### src/rtl/time_set_ctrl.sv
// -----------------------------------------------------------------------------
// time_set_ctrl
//
// Timekeeping controller for the digital clock. It holds the hour, minute and
// second registers and advances them on the 1 s pulse. A button-driven set
// mode edits one field at a time while counting is frozen. It also drives the
// display path: time fields, current mode and a per-field blank mask.
//
// Parameters:
//   HOUR_MAX   last hour value before the wrap to 0 (1..31, 23 = 24 h clock)
//
// Ports:
//   clk        system clock, rising edge
//   rst_p      synchronous, active-high reset
//   tick_1s    single-cycle pulse, once per second
//   btn_mode   debounced pulse, RUN -> SET_HOUR -> SET_MIN -> SET_SEC -> RUN
//   btn_inc    debounced pulse, +1 on the field under edit
//   btn_dec    debounced pulse, -1 on the field under edit
//   sec        seconds 0..59
//   min        minutes 0..59
//   hour       hours 0..HOUR_MAX
//   mode       00 RUN, 01 SET_HOUR, 10 SET_MIN, 11 SET_SEC
//   blank      display blank mask: [2] hour, [1] min, [0] sec
//   min_tick   one-cycle pulse when seconds wrap 59->0 in RUN
//   hour_tick  one-cycle pulse when minutes wrap 59->0 in RUN
//
// Configuration macro:
//   BLINK_EN   when defined, the field under edit blinks (1 s on / 1 s off)
//              through blank; when undefined, blank is tied to 000 and the
//              blink phase register does not exist.
// -----------------------------------------------------------------------------
module time_set_ctrl #(
    parameter int HOUR_MAX = 23
) (
    input  logic       clk,
    input  logic       rst_p,
    input  logic       tick_1s,
    input  logic       btn_mode,
    input  logic       btn_inc,
    input  logic       btn_dec,
    output logic [5:0] sec,
    output logic [5:0] min,
    output logic [4:0] hour,
    output logic [1:0] mode,
    output logic [2:0] blank,
    output logic       min_tick,
    output logic       hour_tick
);

    typedef enum logic [1:0] {
        RUN      = 2'b00,
        SET_HOUR = 2'b01,
        SET_MIN  = 2'b10,
        SET_SEC  = 2'b11
    } state_t;

    localparam logic [5:0] MS_MAX = 6'd59;
    localparam logic [4:0] HR_MAX = 5'(HOUR_MAX);

    state_t state;
    state_t state_next;
    logic   edit_up;
    logic   edit_dn;

    // Wrap-around step helpers for the 6-bit (min/sec) and 5-bit (hour) fields.
    function automatic logic [5:0] ms_inc(input logic [5:0] v);
        return (v == MS_MAX) ? 6'd0 : v + 6'd1;
    endfunction

    function automatic logic [5:0] ms_dec(input logic [5:0] v);
        return (v == 6'd0) ? MS_MAX : v - 6'd1;
    endfunction

    function automatic logic [4:0] hr_inc(input logic [4:0] v);
        return (v == HR_MAX) ? 5'd0 : v + 5'd1;
    endfunction

    function automatic logic [4:0] hr_dec(input logic [4:0] v);
        return (v == 5'd0) ? HR_MAX : v - 5'd1;
    endfunction

    // A mode press discards any edit in the same cycle; inc and dec together
    // cancel each other out.
    assign edit_up = btn_inc & ~btn_dec & ~btn_mode;
    assign edit_dn = btn_dec & ~btn_inc & ~btn_mode;

    // The state encoding is the mode code, and the sequence is a plain
    // modulo-4 count, so the next state is state + 1 on a mode press.
    always_comb begin
        // NOTE: every always_comb output gets a default first so no path
        // leaves it unassigned and a latch is never inferred.
        state_next = state;
        if (btn_mode) begin
            state_next = state_t'(state + 2'd1);
        end
    end

    assign mode = state;

`ifdef BLINK_EN
    logic       phase;
    logic       phase_next;
    logic [2:0] blank_next;

    // Phase restarts at 0 on any state change so a freshly selected field
    // is shown first; it only toggles while editing.
    always_comb begin
        phase_next = phase;
        if (state_next != state) begin
            phase_next = 1'b0;
        end else if (tick_1s && state != RUN) begin
            phase_next = ~phase;
        end
    end

    // blank is registered from the next-state view so it lines up with the
    // mode output on the same cycle.
    always_comb begin
        blank_next = 3'b000;
        if (phase_next) begin
            case (state_next)
                SET_HOUR: blank_next = 3'b100;
                SET_MIN:  blank_next = 3'b010;
                SET_SEC:  blank_next = 3'b001;
                default:  blank_next = 3'b000;
            endcase
        end
    end
`else
    assign blank = 3'b000;
`endif

    always_ff @(posedge clk) begin
        // NOTE: registers are updated with non-blocking assignments so every
        // decision below sees the values from before this edge.
        if (rst_p) begin
            state     <= RUN;
            sec       <= 6'd0;
            min       <= 6'd0;
            hour      <= 5'd0;
            min_tick  <= 1'b0;
            hour_tick <= 1'b0;
`ifdef BLINK_EN
            phase     <= 1'b0;
            blank     <= 3'b000;
`endif
        end else begin
            state     <= state_next;
            min_tick  <= 1'b0;
            hour_tick <= 1'b0;

            // Actions follow the current state, so a tick arriving with a
            // mode press in RUN still counts.
            case (state)
                RUN: begin
                    if (tick_1s) begin
                        if (sec == MS_MAX) begin
                            sec      <= 6'd0;
                            min_tick <= 1'b1;
                            if (min == MS_MAX) begin
                                min       <= 6'd0;
                                hour      <= hr_inc(hour);
                                hour_tick <= 1'b1;
                            end else begin
                                min <= min + 6'd1;
                            end
                        end else begin
                            sec <= sec + 6'd1;
                        end
                    end
                end
                SET_HOUR: begin
                    if (edit_up)      hour <= hr_inc(hour);
                    else if (edit_dn) hour <= hr_dec(hour);
                end
                SET_MIN: begin
                    if (edit_up)      min <= ms_inc(min);
                    else if (edit_dn) min <= ms_dec(min);
                end
                SET_SEC: begin
                    if (edit_up)      sec <= ms_inc(sec);
                    else if (edit_dn) sec <= ms_dec(sec);
                end
                default: ;
            endcase

`ifdef BLINK_EN
            phase <= phase_next;
            blank <= blank_next;
`endif
        end
    end

endmodule

### config.mk
export PLATFORM = sky130hd
export DESIGN_NAME = time_set_ctrl
export DESIGN_NICKNAME = d
export VERILOG_FILES = /design/src/rtl/time_set_ctrl.sv
export SDC_FILE = /design/constraint.sdc
export NUM_CORES = 1
export LEC_CHECK = 0
export CORE_AREA = 2 2 66 68
export CTS_CLUSTER_DIAMETER = 50
export DETAILED_ROUTE_END_ITERATION = 16
export DIE_AREA = 0 0 68 70
export PLACE_DENSITY_LB_ADDON = 0.2
export REMOVE_ABC_BUFFERS = 1
export SLEW_MARGIN = 20
export SYNTH_ARGS = -nofsm -noshare
export SYNTH_HDL_FRONTEND = slang
export SYNTH_SLANG_ARGS = --single-unit
export TNS_END_PERCENT = 20
### constraint.sdc
create_clock -name clk -period 4.1 [get_ports clk]
set_clock_uncertainty 0.05 [all_clocks]
set_input_delay 0.82 -clock clk [delete_from_list [all_inputs] [get_ports clk]]
set_output_delay 0.82 -clock clk [all_outputs]
set_load 0.05 [all_outputs]
Figure 1. Met3 routing (run 1).
Scale: 6 px per um.
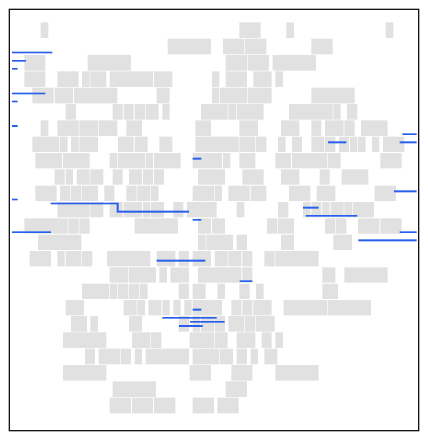
nets with wire on the layer	21
wire length on this layer	111 um
main direction	horizontal

Figure 2. Clock network drawn from the DEF (run 1).
Scale: 6 px per um.
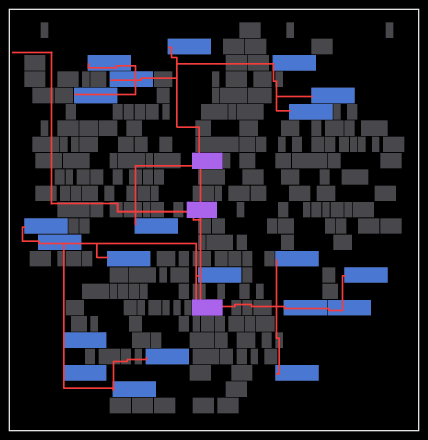
[red] clock wires | length: 348 um
[purple] clock-net drivers | count: 3
[blue] flip-flops | count: 21
flops lie	all over the die
routed clock nets	4
power in the clock group: 147 uW
Clock power frac: 22.1%
insertion delay at the late pin of the worst-skew pair: 0.27 ns

Figure 3. Local utilization (run 1).
Scale: 6 px per um. 7 x 7 tiles, from dark blue (low) to red (high), 0 to 100% covered.
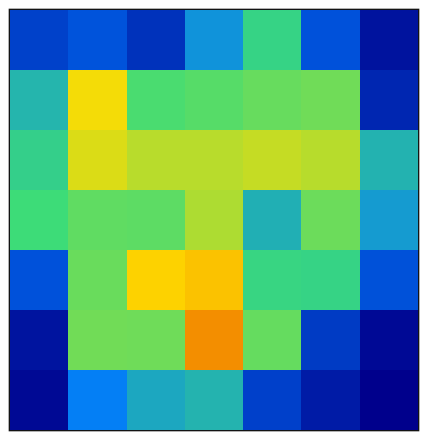
nearly empty tiles	6.1%
mean over tiles	41%
densest ninth of the die	centre
emptiest ninth of the die	south-east
fullest tile	84%

==> notes.md, run 1 <==
Implementation summary

In the final routing, the length of wire on met1 measures 1870 um. The met3 capacity usage during global routing is 1.93%. The arrival time of data at the critical path endpoint is 2.68 ns. The count of final hold-check violations is 0. Data on the critical path is required at its endpoint by 4.22 ns.

The DRC violation total left in the routed layout is recorded as 0. The minimum setup slack in the final design is about 1.5 ns. Detailed placement ended at an HPWL of 2850 um. The path class of the tightest hold or removal check is register to register.

In this run the clock root is driven by a clkbuf_8. The post-synth tally of flip-flops with integrated enable is 0. Across the whole layout, storage elements account for 420 um^2. The number of cells in Yosys stat is 214. The longest individual stage delay on the worst path is approximately 0.54 ns. Wire segments on met3 add up to 111 um in the final route. The share of final layout cell area taken by non-clock buffers is 13.0%. The share of cell area taken by multi-input logic gates is 57.4%. Detailed routing placed a total of about 1800 um of wire on met2. On the reported timing paths, the clock transition at the registers reads 0.09 ns. Once iteration 0 of detailed routing completed, the report listed 53 DRC markers.

The design has 21 sequential cells. The number of clock buffers inserted by TritonCTS is 3. In this run the most critical hold path is launched from hour[1]. For this run, asynchronously set or reset flops after synthesis account for 0%. Including well taps, the total number of placed cells is 281. The depth of the worst register-to-register path is 6.

The number of cells on the critical path is 6. The post-place setup slack is 1.25 ns. In the floorplan report the effective utilization is 41.0%. The number of multi-input combinational cells in the layout is 167. After clock tree synthesis, the setup repair step added 0 buffers. According to the finish report, the design has a final net count of about 250. The maximum clock rate is just under 0.4 GHz.

The portion of total power attributed to sequential cells is 37.3%. The design draws around 660 uW. The final report gives the core utilization as about half. Global routing consumed, on the met2 layer, between 20% and 30% of the routing resources. The share of total power in combinational logic is 40.6%.

For this design the top-level I/O count stands at 30. The worst setup path is captured at a register. The clock passes through at most 2 buffers.

The power dissipated in sequential cells is 248 uW. The run finished with clean final reports. The count of clock buffers in the final design is 3.

Grouping non-sequential cells by family puts the most area in AND-OR/OR-AND gates. The count of warnings emitted by yosys is 0. The number of well taps is 52. Ranking logic cells in the layout by count gives the top entries 26 x clkdlybuf4s50_1, 21 x dfxtp_1, 16 x nand2_1, 16 x o21ai_0, 15 x inv_1.

The horizontal die dimension is ~70 um. For reference, the top cells by area after synthesis are dfxtp_1 25%, ha_1 8.8%, o21ai_0 4.7%. After synthesis, the most frequently instantiated cells are 21 x dfxtp_1, 16 x nand2_1, 16 x o21ai_0. The via count of the first global-routing pass is roughly 1400. The area share of the largest cell type after synthesis is 24.7%. Counting flops and latches in the post-synthesis netlist gives 21.

0 antenna diodes ended up in the layout. The overall track demand over capacity in global routing is 17.1%. The count of input and output buffers is 26. In the global route stage, met1 resource usage came out at 23.7%.

Power spread over the standard cell area amounts to 333 mW/mm^2. Non-clock buffers in the final layout number 26. The iteration tally of the first detailed-router pass is 4. The largest contributor to cell area by class is logic gates. The post-synthesis sequential area ratio is about a quarter.

The headroom to the max-slew limit is 44.8%. The filler cells instantiated in the layout total around 420. The total count of max-transition violations in the final report is 0. The number of logged tool warnings is 33. The global-route wire length before repair is 6500 um. The internal portion of the total power is 389 uW. Per the cell usage report, the commonest logic cell in the layout is clkdlybuf4s50_1. The final route contains 1622 vias.

The register-to-register setup slack is between 1.5 and 2 ns. The number of gates resized after cts is 0. The count of non-CTS inverters in the layout is 15. The cell class contributing the biggest share of worst-path delay is simple AND/OR/NAND/NOR gates.

The count of buffer and inverter cells on the critical path is 1. In this run the most used layer during global routing was met2. The clock drives 21 sinks. The number of placement rows is 24. The slowest stage of the critical path is the or3b_4 cell.
Figure 4. Nets reached from selected ports (run 1).
Scale: 4 px per um.
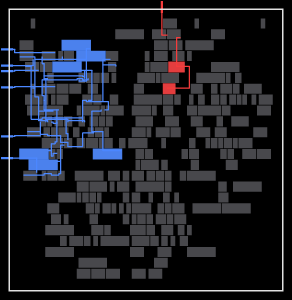

## Run 2: what changed since run 1
==> constraint.sdc (replaced) <==
create_clock -name clk -period 2.4 [get_ports clk]
set_clock_uncertainty 0.05 [all_clocks]
set_input_delay 0.48 -clock clk [delete_from_list [all_inputs] [get_ports clk]]
set_output_delay 0.48 -clock clk [all_outputs]
set_load 0.05 [all_outputs]
Figure 5. Nets reached from selected ports (run 2).
Scale: 4 px per um.
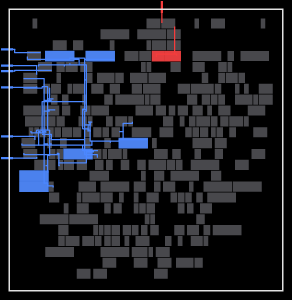
colour	port	direction	edge	end cells	buffers	wire
blue	min	output	west	6	6	332 um
red	btn_dec	input	north	2	1	15.8 um

Figure 6. Met3 routing (run 2).
Scale: 6 px per um.
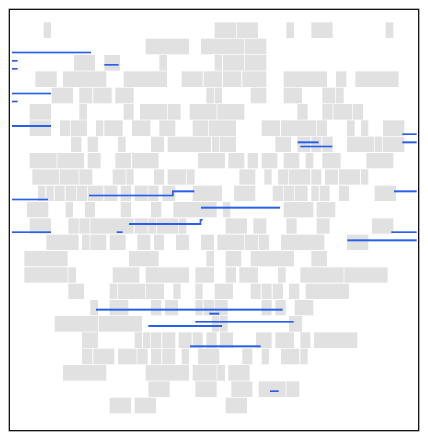
main direction	horizontal
share of all routed wire	4.8%
longest straight run	30.8 um
nets with wire on the layer	22
grt met3 use: 3.86%
via count: 1643

==> run 2 against run 1 <==
Against the previous run:
- global-route usage is 1.5 points higher
- flip-flop count stayed put
- cell area is 2.5% higher
- combinational power is 76% higher
- die area stayed put
- non-clock buffer count is 7 higher
- utilization is 1.2 points higher
- critical path depth is 5 lower
- area after synthesis stayed put
- first-iteration DRC count is 96% higher
- register-to-register slack worse by 1.6 ns
- routed wire length is 3.8% higher
- critical path type is now register to output port
==> notes.md, run 2 <==
Implementation summary

The count of final hold-check violations is 0 (unchanged). The post-place setup slack is 0.0284 ns (was 1.25 ns). The post-synth tally of flip-flops with integrated enable is 0 (unchanged). The minimum setup slack in the final design is 0.208 ns (was 1.54 ns). The global-route wire length before repair came to 6990 um (was 6500 um). The via count of the first global-routing pass came to 1517 (was 1441). The routed length on met1 is 1920 um (was 1870 um). The number of cells on the critical path is 1 (was 6). The core utilization before placement is 41.0% (unchanged). The overall track demand over capacity in global routing is 18.5% (was 17.1%). The power dissipated in sequential cells came to 422 uW (was 248 uW).

Most frequent cells in the layout: 26 x clkdlybuf4s50_1, 21 x dfxtp_1, 16 x nand2_1, 16 x o21ai_0, 15 x inv_1 (unchanged). The iteration tally of the first detailed-router pass is 4 (unchanged). The power density of the placed cells is 555 mW/mm^2 (was 333 mW/mm^2). The number of clock buffers inserted by TritonCTS is 3 (unchanged). The clock distribution power is 240 uW (was 147 uW). The count of non-CTS inverters in the layout was 15 (unchanged).

The top-level I/O count is 30 (unchanged). The clock slew at the register clock pins of the worst setup and hold paths is 0.09 ns (about the same). Ranking of synthesized cells by instance count: 21 x dfxtp_1, 16 x nand2_1, 16 x o21ai_0 (unchanged). The depth of the worst register-to-register path is 7 (was 6). The routed length on met3 is 189 um (was 111 um).

The share of async-settable or async-resettable flops after synthesis is 0% (unchanged). The met1 usage in global routing was 26.4% (was 23.7%). The internal power contribution is 674 uW (was 389 uW). The cell class contributing the biggest share of worst-path delay is buffers and inverters (was simple AND/OR/NAND/NOR gates). The beginning of the worst hold path is hour[1] (unchanged). The number of logged tool warnings is 33 (unchanged). The largest buffer count on any clock path is 2 (unchanged). The portion of total power attributed to sequential cells was 37.1% (was 37.3%). The most heavily used metal layer in global routing is met2 (unchanged). The count of buffer and inverter cells on the critical path is 1 (unchanged). The number of gates resized after cts came to 0 (unchanged). The post-route core utilization came to 49.4% (was 48.2%). In this build the clock could be raised as far as 0.456 GHz.

The global-route met2 utilization is 28.2% (was 27.2%). The highest-delay cell along the critical path is clkdlybuf4s50_1 (was or3b_4). The type of the worst min-delay path is register to register (unchanged). The placed instance count is 288 (was 281). The total setup buffers inserted after CTS came to 0 (unchanged). The share of final layout cell area taken by non-clock buffers is 15.3% (was 13.0%). Run status: finished clean (unchanged).

The number of well taps is 52 (unchanged). The number of multi-input combinational cells in the layout is 167 (unchanged).
Figure 7. Track usage over the die (run 2).
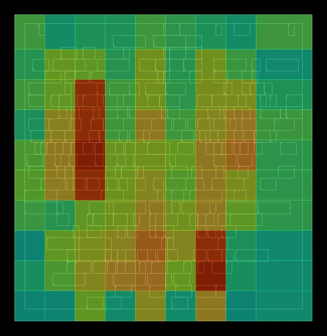

## Run 3: what changed since run 2
--- a/config.mk
+++ b/config.mk
@@ -11,6 +11,7 @@
 export DIE_AREA = 0 0 68 70
 export PLACE_DENSITY_LB_ADDON = 0.2
 export REMOVE_ABC_BUFFERS = 1
+export SKIP_LAST_GASP = 1
 export SLEW_MARGIN = 20
 export SYNTH_ARGS = -nofsm -noshare
 export SYNTH_HDL_FRONTEND = slang
==> constraint.sdc (replaced) <==
create_clock -name clk -period 2.6 [get_ports clk]
set_clock_uncertainty 0.05 [all_clocks]
set_input_delay 0.52 -clock clk [delete_from_list [all_inputs] [get_ports clk]]
set_output_delay 0.52 -clock clk [all_outputs]
set_load 0.05 [all_outputs]
Figure 8. Track usage over the die (run 3).
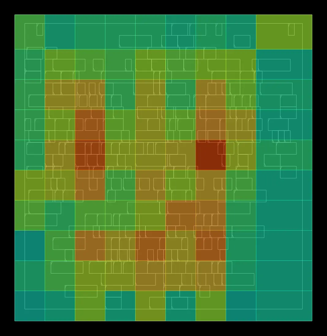
wire per inst: 13.6 um
Finished Core Util: 48.9%
most congested layer reported by global routing: met2
met1 Resource Use GR: 24.6%

Figure 9. Clock network drawn from the DEF (run 3).
Scale: 6 px per um.
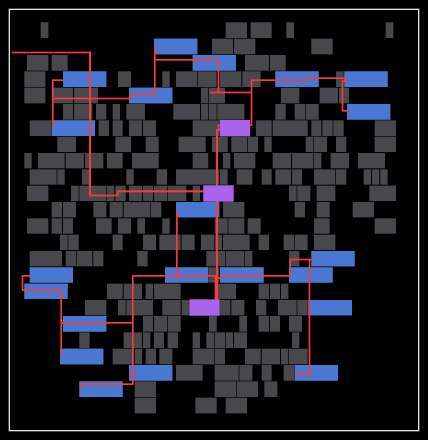
[red] clock wires | length: 317 um
[blue] flip-flops | count: 21
[purple] clock-net drivers | count: 3
routed clock nets	4
flops lie	all over the die
power in the clock group: 227 uW
Clock power frac: 21.6%

==> run 3 against run 2 <==
Against the previous run:
- clock power decreased by 5%
- synthesized cell count unchanged
- final cell count decreased by 1.0%
- via count decreased by 0.91%
- cell area decreased by 0.98%
- critical path type unchanged
- critical endpoint unchanged
==> notes.md, run 3 <==
Implementation summary

The routed wire length on met2 was 1820 um (was 1810 um). The share of final layout cell area taken by non-clock buffers was 14.3% (was 15.3%). The type of the worst min-delay path is register to register (unchanged). The internal power contribution is 621 uW (was 674 uW). The global-route wire length before repair was 6620 um (was 6990 um). The share of cell area taken by multi-input logic gates is 56.5% (was 56.0%).

Most area-consuming cells after synthesis: dfxtp_1 25%, ha_1 8.8%, o21ai_0 4.7% (unchanged). The via count of the first global-routing pass is 1418 (was 1517). Run status: finished clean (unchanged).

The top-level I/O count is 30 (unchanged). The register-to-register setup slack is 0.56 ns (was 0.32 ns). The count of clock buffers in the final design is 3 (unchanged). The final-layout fill cell count is 429 (was 437).

The highest-delay cell along the critical path is clkdlybuf4s50_1 (unchanged). The number of cells in Yosys stat came to 214 (unchanged). The number of clock buffers inserted by TritonCTS was 3 (unchanged). The flip-flop and latch count is 21 (unchanged). The iteration tally of the first detailed-router pass came to 4 (unchanged).

Ranking of synthesized cells by instance count: 21 x dfxtp_1, 16 x nand2_1, 16 x o21ai_0 (unchanged). The clock latency reported for the late side of the worst-skew pair is 0.27 ns (about the same). The placed instance count came to 285 (was 288). The average instance area after synthesis was 7.95 um^2 (unchanged). The placed wire-length estimate came to 2920 um (was 3020 um). The number of gates resized after cts was 0 (unchanged).

The largest buffer count on any clock path is 2 (unchanged). The number of placement rows came to 24 (unchanged). The total DRC errors in the routed layout is 0 (unchanged).

The post-place setup slack is 0.156 ns (was 0.0284 ns). The minimum setup slack in the final design is 0.358 ns (was 0.208 ns). The critical path required time is 2.03 ns (was 1.87 ns). The routed length on met1 came to 1900 um (was 1920 um). The sort of element at the end of the critical path is an output port (unchanged). The largest contributor to cell area by class is logic gates (unchanged). The core utilization before placement is 41.0% (unchanged). The number of multi-input combinational cells in the layout is 167 (unchanged).

The share of total power in combinational logic came to 41.3% (was 41.8%). The post-synthesis sequential area ratio is 24.7% (unchanged). The longest individual stage delay on the worst path is 0.87 ns (about the same). The number of clock sinks came to 21 (unchanged). The master cell of the clock root buffer is clkbuf_8 (unchanged). The routed length on met3 came to 170 um (was 189 um). Most frequent cells in the layout: 26 x clkdlybuf4s50_1, 21 x dfxtp_1, 16 x nand2_1, 16 x o21ai_0, 15 x inv_1 (unchanged).

The headroom to the max-slew limit was 60.8% (was 60.6%). The number of well taps is 52 (unchanged). The clock slew at the register clock pins of the worst setup and hold paths is 0.09 ns (about the same). The beginning of the worst hold path is hour[4] (was hour[1]). The cell class contributing the biggest share of worst-path delay is buffers and inverters (unchanged). The power density of the placed cells is 519 mW/mm^2 (was 555 mW/mm^2).

The total area of sequential cells is 420 um^2 (unchanged). The total count of max-transition violations in the final report is 0 (unchanged). The count of final hold-check violations was 0 (unchanged). The horizontal die dimension was 68 um (unchanged). The count of non-CTS inverters in the layout came to 15 (unchanged). The total of flip-flops plus latches after synthesis is 21 (unchanged). For this run, the top clock speed supported by timing is between 0.4 and 0.5 GHz. The number of cells on the critical path is 1 (unchanged). The count of warnings emitted by yosys is 0 (unchanged). The arrival time of data at the critical path endpoint is 1.67 ns (was 1.66 ns). The main logic family after synthesis was AND-OR/OR-AND gates (unchanged).

The number of vias after detailed routing is 1628 (was 1643). The starting DRC count in detailed routing is 104 (unchanged). The overall track demand over capacity in global routing came to 17.5% (was 18.5%).

The overall power after layout is 1.05 mW (was 1.14 mW).
Power and IR drop assume default switching activity.
